Figure 1. M4 wires (run 1).
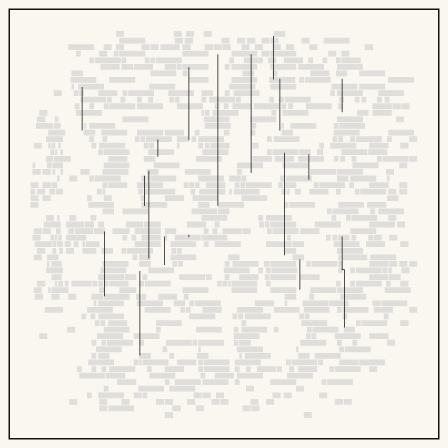
Figure 2. PDN straps and rails (run 1).
Bar = 50 µm. Pins as bars on the die edge. Tap cells in grey.
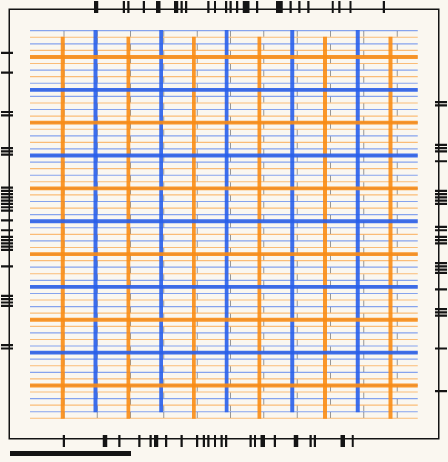
Figure 3. Metal layers overlaid (run 1).
Only two layers are drawn.
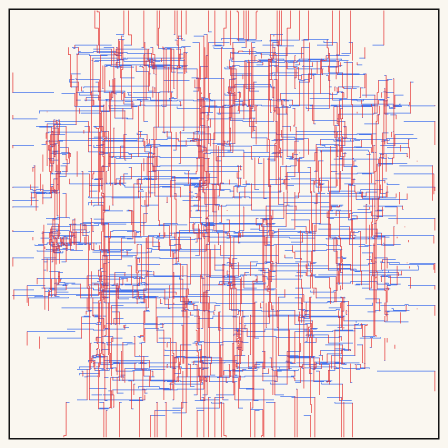
--- src/rtl/axi_addr_fifo_if.sv ---
// One AXI address channel (AR or AW): VALID/READY handshake plus the address-beat payload.
// The master drives valid and the payload; the slave drives ready.
interface axi_addr_fifo_if #(
    parameter int ID_WIDTH   = 4,
    parameter int ADDR_WIDTH = 32,
    parameter int LEN_WIDTH  = 8,
    parameter int SIZE_WIDTH = 3,
    parameter int USER_WIDTH = 1
);
    logic                  valid;
    logic                  ready;
    logic [ID_WIDTH-1:0]   id;
    logic [ADDR_WIDTH-1:0] addr;
    logic [LEN_WIDTH-1:0]  len;
    logic [SIZE_WIDTH-1:0] size;
    logic [1:0]            burst;
    logic [USER_WIDTH-1:0] user;

    modport master (
        output valid, id, addr, len, size, burst, user,
        input  ready
    );

    modport slave (
        input  valid, id, addr, len, size, burst, user,
        output ready
    );
endinterface

--- src/rtl/axi_addr_fifo.sv ---
// AXI address-channel buffer: DEPTH entries (any DEPTH >= 2), registered flags and count,
// almost-full threshold and synchronous flush. Head fields come straight from storage.
module axi_addr_fifo #(
    parameter int DEPTH        = 4,
    parameter int ID_WIDTH     = 4,
    parameter int ADDR_WIDTH   = 32,
    parameter int LEN_WIDTH    = 8,
    parameter int SIZE_WIDTH   = 3,
    parameter int USER_WIDTH   = 1,
    parameter int AFULL_THRESH = DEPTH - 1,
    localparam int CW          = $clog2(DEPTH + 1)
) (
    input  logic                  ACLK,
    input  logic                  ARESETn,
    input  logic                  flush,
    axi_addr_fifo_if.slave        s,
    axi_addr_fifo_if.master       m,
    output logic [CW-1:0]         count,
    output logic                  full,
    output logic                  empty,
    output logic                  almost_full
);

    localparam int PW = $clog2(DEPTH);

    typedef struct packed {
        logic [ID_WIDTH-1:0]   id;
        logic [ADDR_WIDTH-1:0] addr;
        logic [LEN_WIDTH-1:0]  len;
        logic [SIZE_WIDTH-1:0] size;
        logic [1:0]            burst;
        logic [USER_WIDTH-1:0] user;
    } entry_t;

    entry_t          mem_q [DEPTH];
    logic [PW-1:0]   wr_ptr_q, wr_ptr_d;
    logic [PW-1:0]   rd_ptr_q, rd_ptr_d;
    logic [CW-1:0]   count_q, count_d;
    logic            push;
    logic            pop;
    entry_t          wr_entry;
    entry_t          head;

    // Explicit wrap so non-power-of-two depths use every slot.
    function automatic logic [PW-1:0] next_ptr(input logic [PW-1:0] p);
        if (p == PW'(DEPTH - 1)) begin
            return '0;
        end
        return p + PW'(1);
    endfunction

    assign full        = (count_q == CW'(DEPTH));
    assign empty       = (count_q == '0);
    assign almost_full = (count_q >= CW'(AFULL_THRESH));
    assign count       = count_q;

    assign s.ready = ~full;
    assign m.valid = ~empty;

    assign push = s.valid & ~full;
    assign pop  = m.ready & ~empty;

    assign wr_entry = '{id:    s.id,
                        addr:  s.addr,
                        len:   s.len,
                        size:  s.size,
                        burst: s.burst,
                        user:  s.user};

    assign head    = mem_q[rd_ptr_q];
    assign m.id    = head.id;
    assign m.addr  = head.addr;
    assign m.len   = head.len;
    assign m.size  = head.size;
    assign m.burst = head.burst;
    assign m.user  = head.user;

    always_comb begin
        wr_ptr_d = wr_ptr_q;
        rd_ptr_d = rd_ptr_q;
        count_d  = count_q;
        if (flush) begin
            wr_ptr_d = '0;
            rd_ptr_d = '0;
            count_d  = '0;
        end else begin
            if (push) begin
                wr_ptr_d = next_ptr(wr_ptr_q);
            end
            if (pop) begin
                rd_ptr_d = next_ptr(rd_ptr_q);
            end
            case ({push, pop})
                2'b10:   count_d = count_q + CW'(1);
                2'b01:   count_d = count_q - CW'(1);
                default: count_d = count_q;
            endcase
        end
    end

    // Flush leaves storage untouched; only reset clears it.
    always_ff @(posedge ACLK) begin
        if (!ARESETn) begin
            wr_ptr_q <= '0;
            rd_ptr_q <= '0;
            count_q  <= '0;
            for (int i = 0; i < DEPTH; i++) begin
                mem_q[i] <= '0;
            end
        end else begin
            wr_ptr_q <= wr_ptr_d;
            rd_ptr_q <= rd_ptr_d;
            count_q  <= count_d;
            if (push && !flush) begin
                mem_q[wr_ptr_q] <= wr_entry;
            end
        end
    end

endmodule

--- src/flat_wrapper.sv ---
// flat-port wrapper written by rule: the top's interface ports become plain ports
module axi_addr_fifo_flat 
#(
    parameter int DEPTH        = 4,
    parameter int ID_WIDTH     = 4,
    parameter int ADDR_WIDTH   = 32,
    parameter int LEN_WIDTH    = 8,
    parameter int SIZE_WIDTH   = 3,
    parameter int USER_WIDTH   = 1,
    parameter int AFULL_THRESH = DEPTH - 1,
    localparam int CW          = $clog2(DEPTH + 1)
)
  (ACLK, ARESETn, flush, count, full, empty, almost_full, s_valid, s_id, s_addr, s_len, s_size, s_burst, s_user, s_ready, m_valid, m_id, m_addr, m_len, m_size, m_burst, m_user, m_ready);
  axi_addr_fifo_if #(.ID_WIDTH(ID_WIDTH), .ADDR_WIDTH(ADDR_WIDTH), .LEN_WIDTH(LEN_WIDTH), .SIZE_WIDTH(SIZE_WIDTH), .USER_WIDTH(USER_WIDTH)) s_i ();
  axi_addr_fifo_if #(.ID_WIDTH(ID_WIDTH), .ADDR_WIDTH(ADDR_WIDTH), .LEN_WIDTH(LEN_WIDTH), .SIZE_WIDTH(SIZE_WIDTH), .USER_WIDTH(USER_WIDTH)) m_i ();
  input  logic ACLK;
  input  logic ARESETn;
  input  logic flush;
  output logic [CW-1:0] count;
  output logic full;
  output logic empty;
  output logic almost_full;
  input wire logic [$bits(s_i.valid)-1:0] s_valid;
  input wire logic [$bits(s_i.id)-1:0] s_id;
  input wire logic [$bits(s_i.addr)-1:0] s_addr;
  input wire logic [$bits(s_i.len)-1:0] s_len;
  input wire logic [$bits(s_i.size)-1:0] s_size;
  input wire logic [$bits(s_i.burst)-1:0] s_burst;
  input wire logic [$bits(s_i.user)-1:0] s_user;
  output wire logic [$bits(s_i.ready)-1:0] s_ready;
  output wire logic [$bits(m_i.valid)-1:0] m_valid;
  output wire logic [$bits(m_i.id)-1:0] m_id;
  output wire logic [$bits(m_i.addr)-1:0] m_addr;
  output wire logic [$bits(m_i.len)-1:0] m_len;
  output wire logic [$bits(m_i.size)-1:0] m_size;
  output wire logic [$bits(m_i.burst)-1:0] m_burst;
  output wire logic [$bits(m_i.user)-1:0] m_user;
  input wire logic [$bits(m_i.ready)-1:0] m_ready;
  assign s_i.valid = s_valid;
  assign s_i.id = s_id;
  assign s_i.addr = s_addr;
  assign s_i.len = s_len;
  assign s_i.size = s_size;
  assign s_i.burst = s_burst;
  assign s_i.user = s_user;
  assign s_ready = s_i.ready;
  assign m_valid = m_i.valid;
  assign m_id = m_i.id;
  assign m_addr = m_i.addr;
  assign m_len = m_i.len;
  assign m_size = m_i.size;
  assign m_burst = m_i.burst;
  assign m_user = m_i.user;
  assign m_i.ready = m_ready;
  axi_addr_fifo #(.DEPTH(DEPTH), .ID_WIDTH(ID_WIDTH), .ADDR_WIDTH(ADDR_WIDTH), .LEN_WIDTH(LEN_WIDTH), .SIZE_WIDTH(SIZE_WIDTH), .USER_WIDTH(USER_WIDTH), .AFULL_THRESH(AFULL_THRESH)) u_core (.ACLK(ACLK), .ARESETn(ARESETn), .flush(flush), .s(s_i), .m(m_i), .count(count), .full(full), .empty(empty), .almost_full(almost_full));
endmodule
--- config.mk ---
export PLATFORM = sky130hd
export DESIGN_NAME = axi_addr_fifo_flat
export DESIGN_NICKNAME = d
export VERILOG_FILES = /design/src/rtl/axi_addr_fifo_if.sv /design/src/rtl/axi_addr_fifo.sv /design/src/flat_wrapper.sv
export SDC_FILE = /design/constraint.sdc
export NUM_CORES = 1
export LEC_CHECK = 0
export CAP_MARGIN = 40
export CELL_PAD_IN_SITES_DETAIL_PLACEMENT = 0
export CELL_PAD_IN_SITES_GLOBAL_PLACEMENT = 1
export CORE_MARGIN = 8
export CORE_UTILIZATION = 35
export CTS_BUF_LIST = sky130_fd_sc_hd__clkbuf_8
export DETAILED_ROUTE_END_ITERATION = 12
export PLACE_DENSITY_LB_ADDON = 0.1
export SKIP_CTS_REPAIR_TIMING = 1
export SLEW_MARGIN = 20
export SYNTH_ARGS = -nofsm -noshare
export SYNTH_HDL_FRONTEND = slang
export SYNTH_SLANG_ARGS = --single-unit
--- constraint.sdc ---
create_clock -name ACLK -period 5.88 [get_ports ACLK]
set_input_delay 1.176 -clock ACLK [delete_from_list [all_inputs] [get_ports ACLK]]
set_output_delay 1.176 -clock ACLK [all_outputs]
set_load 0.01 [all_outputs]
==> results.py, run 1 <==
# Physical implementation metrics
metrics = {
    "clocking": {
        "clock-sinks": 209,
        "clock_path_buffers": 3,
    },
    "floorplanning": {
        "dieArea_um2": 31400,
        "nWellTaps": 335,
        "fp_util": 0.353,
    },
    "final_timing": {
        "tightest_slew_ps": 803,
        "rsz0062_at_grt": "no",
        "setup_viol": 0,
    },
    "logic_synthesis": {
        "synthArstFlopShare": 0,
        "edf_count": 200,
        "ys_sh_mux": 0.125,
        "ys_sh_adder": 0.00633,
        "synth.top_cells.by_count": "and2_1, edfxtp_1, mux4_2, clkbuf_1, dfxtp_1",
        "largest_area_cell": "edfxtp_1",
        "netlist.area_leader.share": 0.660,
        "ys_top_cells_by_area": "edfxtp_1, and2_1, mux4_2, dfxtp_1, clkbuf_1",
        "ys_area_um2": 9100,
    },
    "run_status": {
        "status": "finished, final reports clean",
    },
    "pwr": {
        "ir_drop_mv": 0.122,
    },
    "worst_setup_path": {
        "critical_path_arrival_ps": 2840,
        "rrSetupSlack_ps": 3400,
        "crit_slowest_cell": "dfxtp_2",
        "cp.buffers_inverters": 2,
    },
    "cells_and_area": {
        "inverters_excl_clock": 8,
        "buffer_area_frac": 0.112,
        "mi_logic_area_um2": 2750,
        "dominant_cells": "flip-flops and latches",
        "diodes": 0,
        "area_growth_pct": 24.7,
    },
    "detailed_routing": {
        "ant_nets": 0,
        "drtIter0Drc": 261,
        "viasPerCell": 4.77,
    },
    "hold_path": {
        "worstHoldStart": "u_core.rd_ptr_q[0]",
        "hold_class": "reg2reg",
    },
    "placed_design": {
        "numPortBuffers": 112,
    },
}
Back to the opening pictures, Figure 1:
main direction: vertical
share of all routed wire: 2.1%
longest straight run: 62.6 µm
nets with wire on the layer: 9
Routed WL: 21500 µm
via count: 4932

Back to the opening pictures, Figure 2:
| colour | net |
|---|---|
| blue | VDD |
| orange | VSS |
tap cells: 335
rows: 59
met4 straps: 11
signal pins: 113
met5 straps: 11
Core ar.: 25800 µm²
DIE WIDTH: 177 µm
Die Y-Extent: 177 µm

Back to the opening pictures, Figure 3:
| colour | layer | wire length |
|---|---|---|
| red | metal 2 | 10800 µm |
| blue | metal 1 | 9030 µm |
WL/cell: 20.8 µm
aggregate global-route resource usage: 0.140

## run 1: worst max path at each step
stage | start | to | slack (ps) | cells past startpoint
5_1_grt | flip-flop | m_id[3] | 1710 | 4
2_1_floorplan | flush | u_core.mem_q[1][0] | 270 | 3
4_1_cts | flip-flop | m_id[3] | 1660 | 3
3_3_place_gp | ARESETn | u_core.mem_q[0][32] | 2160 | 4
6_report | flip-flop | m_len[7] | 1860 | 3
3_5_place_dp | ARESETn | u_core.mem_q[3][24] | 2150 | 5
## run 1: registers in the layout, summed over array words and instances (netlist names), named ones only
| register | flops |
|---|---|
| u_core.mem_q | 200 |
| u_core.count | 3 |
| u_core.rd_ptr_q | 2 |
| u_core.wr_ptr_q | 2 |
## run 1: metrics by stage
stage | utilization | cells | setup slack [ps] | power, mW
after floorplan | - | 541 | 272 | 1.86
after global placement | 0.411 | 964 | 2160 | 2.01
after detailed placement | 0.413 | 967 | 2150 | 2.01
after CTS | 0.440 | 1032 | 1660 | 3.28
after global routing | 0.440 | 1033 | 1710 | 3.36
final | 0.440 | 1033 | 1860 | 3.22
## run 1: metal layers
metal | up-vias | part of all wire | global-route usage
met4 | 2 | 0.021 | 0.0476
met5 | - | 0.00042 | 0
met3 | 42 | 0.058 | 0.0386
li1 | 2265 | - | -
met2 | 120 | 0.50 | 0.238
met1 | 2503 | 0.42 | 0.168
## run 1: cells in the final DEF (no fill, tap or decap), drive strengths merged, types with 2 or more instances in the layout
master,instances
a21oi,5
buf,13
and2,200
nand2,2
inv,23
edfxtp,200
nand2b,4
dfxtp,9
nor2,5
nor4,2
clkbuf,41
ha,3
mux4,50
or3,3
xor2,2
clkinv,8
clkdlybuf4s50,112
nand3b,2
o21ai,5
## run 1: worst min-delay path, stage by stage, from the launching register on
cell and delay, ps:
dfxtp_1 310, nand2_1 60, a21oi_1 70
==> run 1 -> run 2 <==
==> constraint.sdc (replaced) <==
create_clock -name ACLK -period 4 [get_ports ACLK]
set_input_delay 0.8 -clock ACLK [delete_from_list [all_inputs] [get_ports ACLK]]
set_output_delay 0.8 -clock ACLK [all_outputs]
set_load 0.01 [all_outputs]
==> run 2 against run 1 <==
Compared with the run above: clock skew grew 5.1 ps; die area is the same; via count grew 0.99%.
==> results.py, run 2 <==
# Physical implementation metrics
metrics = {
    "run_status": {
        "status": "finished, final reports clean",
    },
    "final_timing": {
        "final.setup.worst_slack_ps": 709,
        "rsz0062_at_grt": "no",
        "setup_viol": 0,
    },
    "logic_synthesis": {
        "synthArstFlopShare": 0,
        "ys_area_um2": 9100,
        "synth.top_cells.by_count": "and2_1, edfxtp_1, mux4_2, clkbuf_1, dfxtp_1",
    },
    "floorplanning": {
        "fp_util": 0.353,
        "dieWidth_um": 177,
    },
    "cells_and_area": {
        "largest_reg_flops": 200,
        "diodes": 0,
        "area_growth_pct": 24.4,
        "mostFrequentLayoutCells": "and2_1, edfxtp_1, clkdlybuf4s50_1",
        "top_register": "u_core.mem_q",
    },
    "placed_design": {
        "preCtsSetupSlack_ps": 758,
    },
    "detailed_routing": {
        "viasPerCell": 4.82,
        "drtIter0Drc": 251,
    },
    "worst_setup_path": {
        "setup.worst_path.end": "m_addr[17]",
        "crit_slowest_cell": "dfxtp_4",
        "rrSetupSlack_ps": 1600,
        "path_depth": 3,
    },
    "pwr": {
        "total_power_mw": 4.55,
    },
    "global_routing": {
        "grtUsageMet1": 0.166,
    },
}
## run 2: cell count changes in the layout (fill, tap and decap cells not counted), sizes merged
cell,delta
inv,+2
bufinv,-1
buf,+4
clkbuf,-4
clkinv,-1
## run 2: worst min-delay path by stage
stage                            to  depth (start not counted)  slack [ps]
after floorplan           flip-flop                          2         460
after detailed placement  flip-flop                          2         520
after global placement    flip-flop                          2         470
after CTS                 flip-flop                          2         530
final                     flip-flop                          2         520
after global routing      flip-flop                          2         540
## run 2: cell type report
| cell class | count | area (µm²) |
|---|---|---|
| inverter | 8 | 35.0 |
| timing repair buffer | 129 | 1320 |
| tap | 335 | 419 |
| fill | 2312 | 14500 |
| sequential | 209 | 6190 |
| multi-input combinational | 291 | 2750 |
| clock inverter | 24 | 90.1 |
| clock buffer | 37 | 509 |
## run 2: logic make-up after synthesis
logic type                 after synthesis  share of synthesized area
AOI/OAI and AO/OA                       12                    0.00715
xor gates and xnor gates                 2                    0.00193
adders and majority gates                4                    0.00633
buffers and inverters                   41                     0.0231
DFF                                    209                      0.680
muxes                                   51                      0.125
and+or+nand+nor                        222                      0.157
## run 2: worst min-delay path, stage by stage (launching register included)
cell     delay [ps]
dfxtp_1         330
nand2_1          70
a21oi_1          70
## run 2: layer usage
metal  up-vias  part of all wire
li1       2266                 -
met1      2562              0.41
met2       117              0.51
met3        32             0.055
met4         4             0.018
met5         -            0.0011
## run 2: power groups by stage
stage | Clock, mW | Sequential (mW) | Combinational (mW)
4_1_cts | 1.71 | 2.54 | 0.381
5_1_grt | 1.80 | 2.55 | 0.400
2_1_floorplan | 0 | 2.58 | 0.159
3_5_place_dp | 0 | 2.58 | 0.379
3_3_place_gp | 0 | 2.58 | 0.377
6_report | 1.65 | 2.54 | 0.370
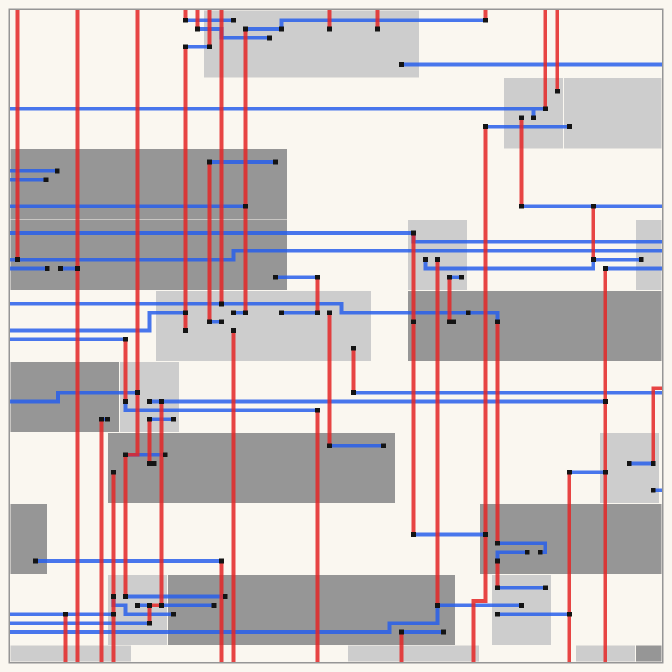
Figure 4: run 2, layout detail.
Window x 120 to 145, y 32 to 57 µm. Cells in grey, sequential cells in the stronger grey; small squares are vias.
| colour | layer |
|---|---|
| blue | metal 1 |
| red | metal 2 |
netlist names of flops here include: u_core.mem_q (6)
most frequent: and2_1 (6), edfxtp_1 (6), mux4_2 (2)
sequential cells in the window: 6
cells with their middle in the window: 15

==> run 2 -> run 3 <==
==> constraint.sdc (replaced) <==
create_clock -name ACLK -period 2.8 [get_ports ACLK]
set_input_delay 0.56 -clock ACLK [delete_from_list [all_inputs] [get_ports ACLK]]
set_output_delay 0.56 -clock ACLK [all_outputs]
set_load 0.01 [all_outputs]
==> run 3 against run 2 <==
Compared with the run above: combinational power rose by 47%; die area did not move; via count up 0.10%; critical path type unchanged; first-iteration DRC count grew 17%; clock power rose by 49%.
==> results.py, run 3 <==
# Physical implementation metrics
metrics = {
    "run_status": {
        "status": "finished, final reports clean",
    },
    "cells_and_area": {
        "mostFrequentLayoutCells": "and2_1, edfxtp_1, clkdlybuf4s50_1",
        "fin_cells": 1047,
        "largest_reg_flops": 200,
        "diodes": 0,
        "area_growth_pct": 27.7,
    },
    "worst_setup_path": {
        "worstSetupPathType": "reg2out",
        "crit_slowest_cell": "mux4_2",
        "cp.buffers_inverters": 2,
        "critical_path_arrival_ps": 2170,
    },
    "logic_synthesis": {
        "synthArstFlopShare": 0,
        "netlist.area_leader.share": 0.660,
        "edf_count": 200,
        "yosys_warnings": 0,
        "largest_area_cell": "edfxtp_1",
        "synth.top_cells.by_count": "and2_1, edfxtp_1, mux4_2, clkbuf_1, dfxtp_1",
        "ys_area_um2": 9100,
    },
    "detailed_routing": {
        "drtIter0Drc": 294,
        "vias": 4986,
        "dr.pass1.iters": 4,
        "viasPerCell": 4.76,
        "ant_nets": 0,
        "drt-total-wl_um": 21700,
        "post_drt_wl_per_cell_um": 20.7,
    },
    "floorplanning": {
        "io_pins": 113,
        "dieWidth_um": 177,
        "core_um2": 25800,
        "dieArea_um2": 31400,
        "fp_util": 0.353,
    },
    "clocking": {
        "clock_path_buffers": 3,
        "tritoncts": "yes",
        "clock-sinks": 209,
    },
    "global_routing": {
        "overflow": 0,
    },
    "placed_design": {
        "numPortBuffers": 112,
        "preCtsSetupSlack_ps": 196,
    },
    "final_timing": {
        "final.setup.worst_slack_ps": 71.2,
        "tightest_slew_ps": 594,
        "rsz0062_at_grt": "no",
        "setup_viol": 0,
    },
    "pwr": {
        "ir_drop_mv": 0.260,
    },
    "hold_path": {
        "hold_class": "reg2reg",
    },
}
## run 3: netlist changes by cell type in the layout (fill, tap and decap cells not counted), moves of 2 or more
| cell | delta |
|---|---|
| clkinv_2 | +2 |
| clkdlybuf4s50_1 | -39 |
| clkbuf_8 | +2 |
| buf_12 | +4 |
| clkinv_1 | +2 |
| inv_1 | -2 |
| dlymetal6s2s_1 | +39 |
| buf_4 | +3 |
## run 3: logic make-up (layout without fill, tap and decap cells)
logic type                 count (synthesis)  in the layout  share of synthesized area
xor gates and xnor gates                   2              2                    0.00193
AOI/OAI and AO/OA                         12             12                    0.00715
DFF                                      209            209                      0.680
muxes                                     51             51                      0.125
and+or+nand+nor                          222            222                      0.157
buffers and inverters                     41            212                     0.0231
adders and majority gates                  4              4                    0.00633
## run 3: area by class of cell
class                           instances  area [µm²]
Inverter                                8        35.0
Clock inverter                         27         108
Timing Repair Buffer                  138        1580
Multi-Input combinational cell        291        2750
Clock buffer                           39         537
Fill cell                            2288       14100
Sequential cell                       209        6190
Tap cell                              335         419
## run 3: path summary, 6_finish.rpt
kind	to	cells after the start	slack [ps]	startpoint
worst max-delay path	m_addr[26]	3	70	flip-flop
worst min-delay path	flip-flop	2	520	u_core.rd_ptr_q[0]
worst max register to register	u_core.count[2]	8	460	u_core.count[2]
worst min register to register	flip-flop	2	520	u_core.rd_ptr_q[0]
## run 3: report_power, final
group / total (mW) / internal [mW] / switching, mW
logic: 0.544 / 0.285 / 0.259
registers: 3.62 / 3.58 / 0.0407
clock network: 2.46 / 1.28 / 1.18
## run 3: layer usage
layer,vias to the layer above,GRT usage,wire [µm],share of wire
met5,-,0,0,0
met4,0,0.0424,419,0.019
met3,34,0.0356,1220,0.056
met2,122,0.245,10900,0.50
met1,2533,0.165,9150,0.42
li1,2297,-,-,-
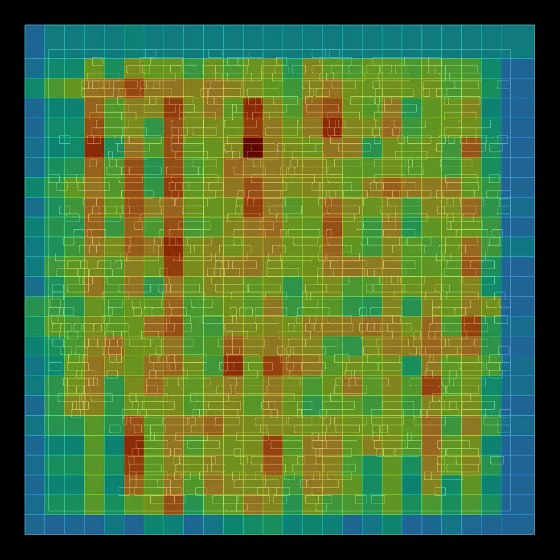
Figure 5: run 3, congestion heat map.
aggregate global-route resource usage: 0.139
fin util: 0.451
Global Route met3 Usage: 0.0356
met1 GRT Util: 0.165

Power and IR drop assume default switching activity.
